$ cat src/rtl/pipe_hazard_ctrl_pkg.sv
// Shared types for the pipeline hazard sequencer: FSM states, per-stage control bundle
// and default sizing.
package pipe_hazard_ctrl_pkg;

    localparam int unsigned XlenDef        = 32;
    localparam int unsigned MdMaxCyclesDef = 34;
    localparam int unsigned MdCntWDef      = 6;

    typedef enum logic [1:0] {
        StRun     = 2'd0,
        StMemWait = 2'd1,
        StMdWait  = 2'd2,
        StTrap    = 2'd3
    } phc_state_e;

    typedef struct packed {
        logic stall_if;
        logic stall_id;
        logic stall_ex;
        logic stall_mem;
        logic flush_id;
        logic flush_ex;
        logic flush_mem;
        logic flush_wb;
    } pipe_ctrl_t;

    // Reset loads a bubble into every stage register and holds nothing.
    function automatic pipe_ctrl_t reset_ctrl();
        pipe_ctrl_t c;
        c           = '0;
        c.flush_id  = 1'b1;
        c.flush_ex  = 1'b1;
        c.flush_mem = 1'b1;
        c.flush_wb  = 1'b1;
        return c;
    endfunction

endpackage

$ cat src/rtl/pipe_hazard_ctrl_md_wait_cnt.sv
// Saturating cycle counter for MUL/DIV waits; clear loads 1 so the issue cycle is counted.
module md_wait_cnt #(
    parameter int unsigned Width    = 6,
    parameter int unsigned MaxCount = 34
) (
    input  logic clk,
    input  logic rst,
    input  logic clr,
    input  logic en,
    output logic tc
);

    logic [Width-1:0] cnt_q, cnt_d;

    always_comb begin
        cnt_d = cnt_q;
        if (clr) begin
            cnt_d = Width'(1);
        end else if (en && !tc) begin
            cnt_d = cnt_q + Width'(1);
        end
    end

    always_ff @(posedge clk) begin
        if (rst) begin
            cnt_q <= '0;
        end else begin
            cnt_q <= cnt_d;
        end
    end

    assign tc = (cnt_q == Width'(MaxCount));

endmodule

$ cat src/rtl/pipe_hazard_ctrl.sv
// Central stall/flush sequencer for the 5-stage pipeline: merges memory wait, trap entry,
// MUL/DIV wait, branch redirect and load-use stall into per-stage controls.
module pipe_hazard_ctrl
    import pipe_hazard_ctrl_pkg::*;
#(
    parameter int unsigned XLEN          = XlenDef,
    parameter int unsigned MD_MAX_CYCLES = MdMaxCyclesDef,
    parameter int unsigned MD_CNT_W      = MdCntWDef
) (
    input  logic            clk,
    input  logic            rst,
    input  logic            load_hazerd_stall,
    input  logic            branch_taken_ex,
    input  logic [XLEN-1:0] branch_target_ex,
    input  logic            md_start_ex,
    input  logic            md_done,
    input  logic            dmem_req_mem,
    input  logic            dmem_ack,
    input  logic            trap_req,
    input  logic [XLEN-1:0] trap_vec,
    output logic            stall_if,
    output logic            stall_id,
    output logic            stall_ex,
    output logic            stall_mem,
    output logic            flush_id,
    output logic            flush_ex,
    output logic            flush_mem,
    output logic            flush_wb,
    output logic            redirect_en,
    output logic [XLEN-1:0] redirect_pc,
    output logic            trap_taken,
    output logic            md_timeout
);

    phc_state_e state_q, state_d;
    pipe_ctrl_t ctrl;
    logic       md_timeout_q;
    logic       timeout_set;
    logic       cnt_clr;
    logic       cnt_en;
    logic       cnt_tc;

    md_wait_cnt #(
        .Width    (MD_CNT_W),
        .MaxCount (MD_MAX_CYCLES)
    ) u_md_wait_cnt (
        .clk (clk),
        .rst (rst),
        .clr (cnt_clr),
        .en  (cnt_en),
        .tc  (cnt_tc)
    );

    always_comb begin
        ctrl        = '0;
        redirect_en = 1'b0;
        redirect_pc = '0;
        trap_taken  = 1'b0;
        state_d     = state_q;
        cnt_clr     = 1'b0;
        cnt_en      = 1'b0;
        timeout_set = 1'b0;

        if (rst) begin
            ctrl    = reset_ctrl();
            state_d = StRun;
        end else begin
            unique case (state_q)
                StRun: begin
                    if (dmem_req_mem && !dmem_ack) begin
                        ctrl.stall_if  = 1'b1;
                        ctrl.stall_id  = 1'b1;
                        ctrl.stall_ex  = 1'b1;
                        ctrl.stall_mem = 1'b1;
                        ctrl.flush_wb  = 1'b1;
                        state_d        = StMemWait;
                    end else if (trap_req) begin
                        ctrl.flush_id  = 1'b1;
                        ctrl.flush_ex  = 1'b1;
                        ctrl.flush_mem = 1'b1;
                        redirect_en    = 1'b1;
                        redirect_pc    = trap_vec;
                        trap_taken     = 1'b1;
                        state_d        = StTrap;
                    end else if (md_start_ex && !md_done) begin
                        ctrl.stall_if  = 1'b1;
                        ctrl.stall_id  = 1'b1;
                        ctrl.stall_ex  = 1'b1;
                        ctrl.flush_mem = 1'b1;
                        cnt_clr        = 1'b1;
                        state_d        = StMdWait;
                    end else if (branch_taken_ex) begin
                        // A concurrent load-use stall is moot: its ID instruction is squashed.
                        ctrl.flush_id = 1'b1;
                        ctrl.flush_ex = 1'b1;
                        redirect_en   = 1'b1;
                        redirect_pc   = branch_target_ex;
                    end else if (load_hazerd_stall) begin
                        ctrl.stall_if = 1'b1;
                        ctrl.stall_id = 1'b1;
                        ctrl.flush_ex = 1'b1;
                    end
                end
                StMemWait: begin
                    if (dmem_ack) begin
                        state_d = StRun;
                    end else begin
                        ctrl.stall_if  = 1'b1;
                        ctrl.stall_id  = 1'b1;
                        ctrl.stall_ex  = 1'b1;
                        ctrl.stall_mem = 1'b1;
                        ctrl.flush_wb  = 1'b1;
                    end
                end
                StMdWait: begin
                    if (md_done) begin
                        state_d = StRun;
                    end else if (cnt_tc) begin
                        timeout_set = 1'b1;
                        state_d     = StRun;
                    end else begin
                        ctrl.stall_if  = 1'b1;
                        ctrl.stall_id  = 1'b1;
                        ctrl.stall_ex  = 1'b1;
                        ctrl.flush_mem = 1'b1;
                        cnt_en         = 1'b1;
                    end
                end
                StTrap: begin
                    // Squash the fetch that was already in flight when the redirect issued.
                    ctrl.flush_id = 1'b1;
                    state_d       = StRun;
                end
                default: state_d = StRun;
            endcase
        end
    end

    always_ff @(posedge clk) begin
        if (rst) begin
            state_q      <= StRun;
            md_timeout_q <= 1'b0;
        end else begin
            state_q <= state_d;
            if (timeout_set) begin
                md_timeout_q <= 1'b1;
            end
        end
    end

    assign stall_if   = ctrl.stall_if;
    assign stall_id   = ctrl.stall_id;
    assign stall_ex   = ctrl.stall_ex;
    assign stall_mem  = ctrl.stall_mem;
    assign flush_id   = ctrl.flush_id;
    assign flush_ex   = ctrl.flush_ex;
    assign flush_mem  = ctrl.flush_mem;
    assign flush_wb   = ctrl.flush_wb;
    assign md_timeout = md_timeout_q && !rst;

endmodule

$ cat config.mk
export PLATFORM = sky130hd
export DESIGN_NAME = pipe_hazard_ctrl
export DESIGN_NICKNAME = d
export VERILOG_FILES = /design/src/rtl/pipe_hazard_ctrl_pkg.sv /design/src/rtl/pipe_hazard_ctrl_md_wait_cnt.sv /design/src/rtl/pipe_hazard_ctrl.sv
export SDC_FILE = /design/constraint.sdc
export NUM_CORES = 1
export LEC_CHECK = 0
export ABC_CLOCK_PERIOD_IN_PS = 2300
export CORE_ASPECT_RATIO = 0.8
export CORE_MARGIN = 4
export CORE_UTILIZATION = 25
export DETAILED_ROUTE_END_ITERATION = 8
export PLACE_DENSITY = 0.8
export SLEW_MARGIN = 20
export SYNTH_ARGS = -nofsm -noshare
export SYNTH_HDL_FRONTEND = slang
export SYNTH_SLANG_ARGS = --single-unit
$ cat constraint.sdc
create_clock -name clk -period 2.3 [get_ports clk]
set_clock_uncertainty 0.1 [all_clocks]
set_input_delay 0.69 -clock clk [delete_from_list [all_inputs] [get_ports clk]]
set_output_delay 0.69 -clock clk [all_outputs]
set_load 0.01 [all_outputs]
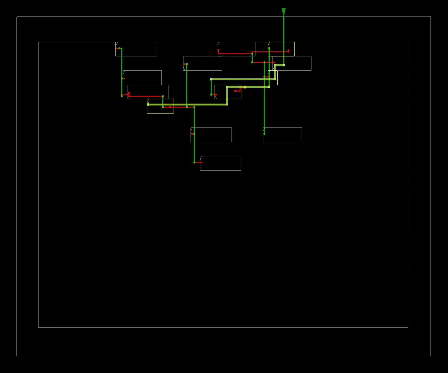
*Clock nets*
layout sequential cell count: 9
Clk power: 0.189 mW
CTS Sinks: 9
TritonCTS Buffers: 3

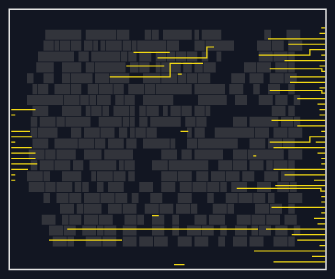
*Metal 3*
(4 px per um)
wire length on this layer	484 um
share of all routed wire	8.2%
nets with wire on the layer	65
met3 capacity usage during global routing: 4.861%
Via Count: 1692
total length of routed wires: 5895 um

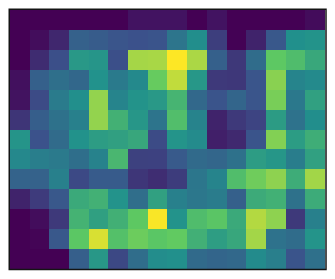
*Signal metal coverage by tile*
(4 px per um) 16 x 13 tiles, from dark purple (low) to yellow (high), scaled to the fullest tile. Values are wire area over tile area, all layers added.
emptiest ninth of the die	north-west
tiles over half the peak	36%
fullest tile	0.47
global-route usage over all layers: 22.70%
detail-routed net length per standard cell: 17.04 um

==> run notes <==
Summary of implementation figures.

Timing
The minimum clock period is 2614 ps. The smallest setup slack after layout is -313.7 ps. The share of the clock period used by the worst path after layout is 113.6%. Setup repair after global routing could not meet its margin everywhere. The transition time at the pin with the least slew margin is ~260 ps. The worst-case hold slack is 358.8 ps.

The upper clock frequency limit is approximately 380 MHz. From the final report, the count of setup violators was given as 38.

Run status
The final reports fail on setup timing. The flow ran to the end, but the final reports show violations.

Routing
The first detailed-routing pass took 4 iterations. Once iteration 0 of detailed routing completed, the report listed 74 DRC markers.

GRT
The maximum number of pins on one net before global-route repair is 17. The number of antenna violations at the first check in global routing is 0. The aggregate global routing overflow is 0. The number of global-route vias before repair is between 1500 and 2000.

Finish
Cells with a size suffix above 1 make up 48.45% of the layout. The net count of the finished layout is 372. Leaving out buffers and inverters, the combinational logic in the layout accounts for 965.9 um^2. The most common logic cell in the routed design is sky130_fd_sc_hd__clkdlybuf4s50_1. Per the layout report, the design carries 300 filler cells. The final standard cell utilization of the core is 73.53%.

Synthesis
The proportion of netlist area held by the largest area contributor is approximately 28%. Sorting the Yosys area breakdown by cell type puts at the top sky130_fd_sc_hd__a22o_1. Per the post-synthesis report, the number of cells in the design is 127. The total nets after synthesis is approximately 210. The synthesis area per yosys is 0.001003 mm^2.

The mux cell area share after synthesis is ~2.0%. The number of register bits inferred by synthesis is 9. For this run, the number of Yosys warnings is 0.

The share of the yosys chip area belonging to registers is 17.96%. Ranked by total cell area, the synthesized netlist is headed by sky130_fd_sc_hd__a22o_1 28%, sky130_fd_sc_hd__dfxtp_1 18%, sky130_fd_sc_hd__ha_1 8.7%. The netlist uses 29 different library cells. In this run, the synthesized area fraction spent on AND-OR/OR-AND gates is recorded as a little under two fifths.

Placed design
At the end of routability-driven placement, the weighted congestion stood at 0.8075. OpenSTA, run right after detailed placement, puts the worst setup slack at -1073 ps. The number of buffers added on ports is 115. Once placement finished, the instance area stood at 0.002464 mm^2.

Worst setup path
At the worst endpoint, the arrival time is 1820 ps. Data on the critical path is required at its endpoint by 1510 ps. The startpoint type of the worst setup path is a flop. Along the worst path, the maximum fanout reaches 8.

Floorplan
Per the OpenROAD floorplan log, the width of the die is between 70 and 80 um. The die covers 0.005098 mm^2. Before placement the cells fill 26.21% of the core.

Power and ir drop
The power density normalized to cell area is 485.9 mW/mm^2.

Clock network
Post-CTS repair changed the size of approximately 250 cells. The total of hold buffers inserted after clock tree synthesis is 0.

Min path
STA reports the tightest min-delay check as being of type flop to flop.
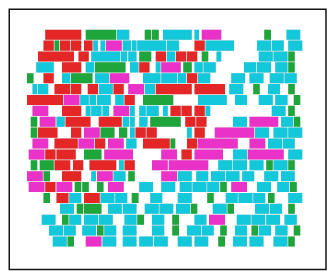
*Sizing map*
(4 px per um)
color	size	cells	most used
magenta	_6 and larger	33	buf_6
red	_3 and _4 cells	51	buf_4
cyan	_0 and _1 cells	150	clkdlybuf4s50_1
green	_2 cells	57	buf_2
Non-clk bufs: 169
synthesis-to-finish area growth: 180.5%
final cell area excluding filler cells: 0.002815 mm^2
Final WS setup: -313.7 ps

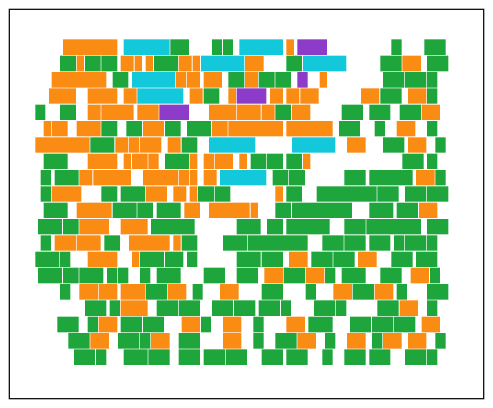
*Placement by cell class*
(6 px per um)
color	class	cells	share of their area
orange	combinational and other logic	109	36%
green	other buffers and delay cells	169	56%
purple	clock drivers and dummy loads	4	1.7%
cyan	flops	9	6.7%
number of placement rows: 20
fraction of standard cell area that is sequential: 6.578%

critical path, stage by stage (launching register included):
cell and delay, ps:
sky130_fd_sc_hd__dfxtp_2 330, sky130_fd_sc_hd__inv_4 70, sky130_fd_sc_hd__ha_4 140, sky130_fd_sc_hd__nor2b_4 170, sky130_fd_sc_hd__nand3_4 90, sky130_fd_sc_hd__nor3b_4 220
sky130_fd_sc_hd__buf_6 160, sky130_fd_sc_hd__buf_16 120, sky130_fd_sc_hd__a22o_1 150, sky130_fd_sc_hd__buf_2 140
registers in the layout (all words and copies together) (netlist names):
signal	cells
state_q	2
u_md_wait_cnt.cnt_q	6
md_timeout_q	1
logic make-up after synthesis:
family / count (synthesis)
muxes: 2
xor gates and xnor gates: 4
adders and majority gates: 7
DFF: 9
AOI/OAI and AO/OA: 47
and+or+nand+nor: 44
buffers and inverters: 14
cells in the mapped netlist (2+ instances only):
cell type	n
sky130_fd_sc_hd__or3_1	2
sky130_fd_sc_hd__nor2_1	12
sky130_fd_sc_hd__nor3_1	2
sky130_fd_sc_hd__inv_1	5
sky130_fd_sc_hd__nand4_1	2
sky130_fd_sc_hd__a22o_1	32
sky130_fd_sc_hd__o21ai_0	2
sky130_fd_sc_hd__dfxtp_1	9
sky130_fd_sc_hd__nand2_1	7
sky130_fd_sc_hd__o21bai_1	2
sky130_fd_sc_hd__ha_1	7
sky130_fd_sc_hd__nand2b_1	5
sky130_fd_sc_hd__nor2b_1	7
sky130_fd_sc_hd__nand3_1	2
sky130_fd_sc_hd__xor2_1	3
sky130_fd_sc_hd__clkbuf_1	2
sky130_fd_sc_hd__a211oi_1	3
sky130_fd_sc_hd__mux2i_1	2
sky130_fd_sc_hd__a21oi_1	5
sky130_fd_sc_hd__nor3b_2	2
sky130_fd_sc_hd__buf_2	6
where the power goes:
part,total (mW),leakage [nW],switching [mW],internal [mW]
clock network,0.189,0.0255,0.0702,0.119
registers,0.196,0.0747,0.0169,0.179
logic,0.983,1.19,0.407,0.575
worst paths after layout:
check	startpoint	endpoint	slack, ps	cells after the start
setup / recovery	state_q[0]$_SDFFE_PP0P_	redirect_pc[24]	-310	9
hold / removal	md_timeout_q$_SDFFE_PP0P_	md_timeout_q$_SDFFE_PP0P_	360	2
setup reg to reg	u_md_wait_cnt.cnt_q[0]$_SDFFE_PP0P_	u_md_wait_cnt.cnt_q[2]$_SDFFE_PP0P_	110	14
hold reg to reg	md_timeout_q$_SDFFE_PP0P_	md_timeout_q$_SDFFE_PP0P_	360	2
metal layers:
| metal | GRT usage, % | vias to the layer above | wire [um] |
|---|---|---|---|
| met5 | 0 | - | 0 |
| met4 | 4.292 | 0 | 38 |
| met3 | 4.861 | 4 | 483 |
| met2 | 43.64 | 75 | 2994 |
| met1 | 25.80 | 806 | 2378 |
| li1 | - | 807 | - |
final cells by class:
cell class / count / share of cell area (%)
Timing Repair Buffer: 169 / 54.27
Multi-Input combinational cell: 104 / 34.31
Sequential cell: 9 / 6.578
Tap cell: 55 / 2.444
Clock buffer: 3 / 1.467
Inverter: 5 / 0.7556
Clock inverter: 1 / 0.1778
No activity file was given, so power comes from the tool's default toggle rates.
